==> config.mk <==
export PLATFORM = sky130hd
export DESIGN_NAME = mult_div_unit_div
export DESIGN_NICKNAME = d
export VERILOG_FILES = /design/src/rtl/mult_div_unit_div.sv
export SDC_FILE = /design/constraint.sdc
export NUM_CORES = 1
export LEC_CHECK = 0
export ABC_CLOCK_PERIOD_IN_PS = 6900
export CAP_MARGIN = 0
export CORE_ASPECT_RATIO = 0.6
export CORE_MARGIN = 4
export CORE_UTILIZATION = 58
export DETAILED_ROUTE_END_ITERATION = 8
export PLACE_DENSITY = 0.81
export SKIP_CTS_REPAIR_TIMING = 1
export SYNTH_ARGS = -nofsm -noshare
export SYNTH_HDL_FRONTEND = slang
export SYNTH_SLANG_ARGS = --single-unit
==> constraint.sdc <==
create_clock -name clk -period 6.9 [get_ports clk]
set_clock_uncertainty 0.15 [all_clocks]
set_input_delay 0.69 -clock clk [delete_from_list [all_inputs] [get_ports clk]]
set_output_delay 0.69 -clock clk [all_outputs]
set_load 0.05 [all_outputs]
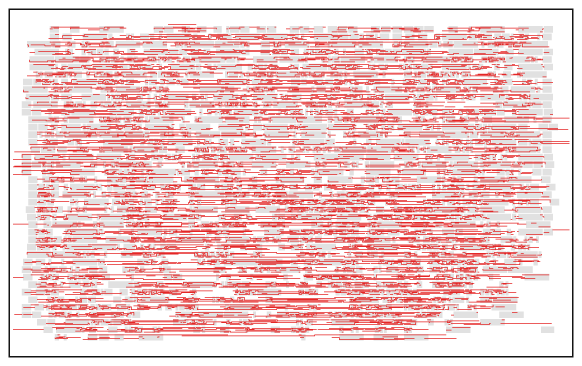
(images/met1.png)
The wires run mostly horizontal. The layer holds 45% of the routed length.
via count of the routed design: 13000
Routed Wire Length: 43.6 mm
met1 routing resource usage after global routing: 51.1%

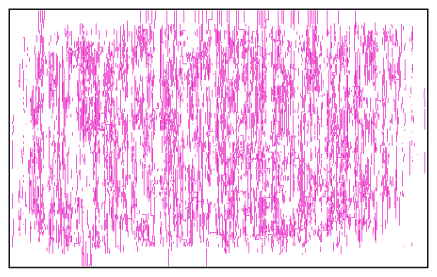
(images/met2.png)
1510 nets have wire on it. The layer carries 16900 um of wire. The wires run mostly vertical. The layer holds 39% of the routed length. The longest straight run is 49.0 um.
met2 demand-to-capacity share in global routing: 44.0%

==> flow_metrics.rpt <==
FLOW METRICS REPORT
----------------------------------------------------
[Status]
  Outcome ........................ finished clean

[Floorplan]
  Initial core utilization ........................ around 60%
  Row count ........................ about 42
  Num ports ........................ around 130
  DIE WIDTH ........................ between 200 and 250 um

[Place]
  DP Worst Slack ........................ ~1.6 ns
  Dpl cells ........................ ~2000
  Final RePlAce weighted congestion ........................ about 1.1
  Post-DP HPWL ........................ ~32 mm
  Cell area after placement ........................ 14800 sq um

[Final layout]
  Layout cells sized above 1 ........................ about 4.7%
  Commonest non-fill, non-tap cells in the layout ........................ sky130_fd_sc_hd__nand2_1, sky130_fd_sc_hd__dfrtp_1, sky130_fd_sc_hd__o21ai_0
  Number of flip-flops in the largest register ........................ about 64
  Diode insertion count for antenna repair ........................ 0

[Setup path]
  Category of the worst setup path capture point ........................ flop
  Largest driver fanout on the critical path ........................ 8
  Crit-path max cell delay ........................ about 0.65 ns
  Buf+Inv Stages, Crit Path ........................ 1
  Worst reg2reg path depth ........................ 17
  Ordered cell list for the critical path ........................ ha_1, nand4_1, nor3_1, nand4_1, o311ai_1, or2_2, inv_2, mux2i_1, ha_1, nand2_1, a2111oi_0, and3b_1, a41oi_1, nor4_1, nor4bb_1, mux2i_1, nand2_1
  Slack of the worst reg-to-reg path ........................ ~1.3 ns
  Required time of the worst setup path ........................ a little over 7 ns
  Data arrival at the endpoint of the critical path ........................ between 5 and 6 ns
  Number of cells on the critical path ........................ 17

[Power]
  Worst vdd rail ir drop ........................ 0.247 mV

[STA]
  Worst Hold Slack ........................ just under 0.07 ns
  Final total negative setup slack ........................ 0 ns

[Synth]
  Number of synthesis warnings ........................ 0
  Post-Syn Instances ........................ 1654
  Post-synthesis area per instance ........................ between 8 and 9 sq um
  Cell area after synthesis ........................ between 10000 and 15000 sq um
  Flip-flops with a built-in enable ........................ 0
  Sequential cell area fraction in the yosys report ........................ a little under two fifths

[Route]
  DRT antenna net count ........................ 0
  Average routed wire per standard cell ........................ around 21 um

[Run]
  Number of OpenROAD warnings ........................ 28
  Max cap viols ........................ 0

[Global route]
  Wire length of the first global-routing pass ........................ 68.4 mm

[Clocking]
  Total clock sinks ........................ 203

----------------------------------------------------
-- where the power goes --
part	internal [W]	switching [W]	leakage (nW)
logic	0.00140	0.00255	3.76
clock network	0.000647	0.000491	0.316
registers	0.00140	0.000247	2.64
-- per-layer routing --
layer | share of wire (%) | track usage (%) | vias up
met2 | 39 | 44.0 | 755
met3 | 14 | 13.5 | 73
met5 | 0.34 | 3.76 | -
li1 | - | - | 5972
met4 | 2.0 | 6.34 | 4
met1 | 45 | 51.1 | 6187
-- cells by family after synthesis --
family	after synthesis	synth area share [%]
muxes	22	1.67
and+or+nand+nor	650	21.9
xor gates and xnor gates	137	9.01
DFF	203	38.1
AOI/OAI and AO/OA	454	21.2
adders and majority gates	38	3.63
buffers and inverters	150	4.51
-- Yosys cell counts, types with 33 or more instances --
cell type,count
sky130_fd_sc_hd__nor3_1,33
sky130_fd_sc_hd__dfrtp_1,203
sky130_fd_sc_hd__xnor2_1,64
sky130_fd_sc_hd__nand2_1,328
sky130_fd_sc_hd__nor2_1,146
sky130_fd_sc_hd__inv_1,57
sky130_fd_sc_hd__clkbuf_1,62
sky130_fd_sc_hd__a21oi_1,110
sky130_fd_sc_hd__a31oi_1,50
sky130_fd_sc_hd__o31ai_1,36
sky130_fd_sc_hd__xor2_1,73
sky130_fd_sc_hd__o21ai_0,148
sky130_fd_sc_hd__ha_1,37
-- area by class of cell --
| type | instances | area, sq um |
|---|---|---|
| Clock buffer | 27 | 558 |
| Clock inverter | 8 | 98.8 |
| Fill cell | 1843 | 6800 |
| Inverter | 60 | 225 |
| Multi-Input combinational cell | 1301 | 7650 |
| Sequential cell | 203 | 5080 |
| Tap cell | 308 | 385 |
| Timing Repair Buffer | 151 | 1480 |
Power figures rest on the tool's default switching activity, not on a simulated workload.
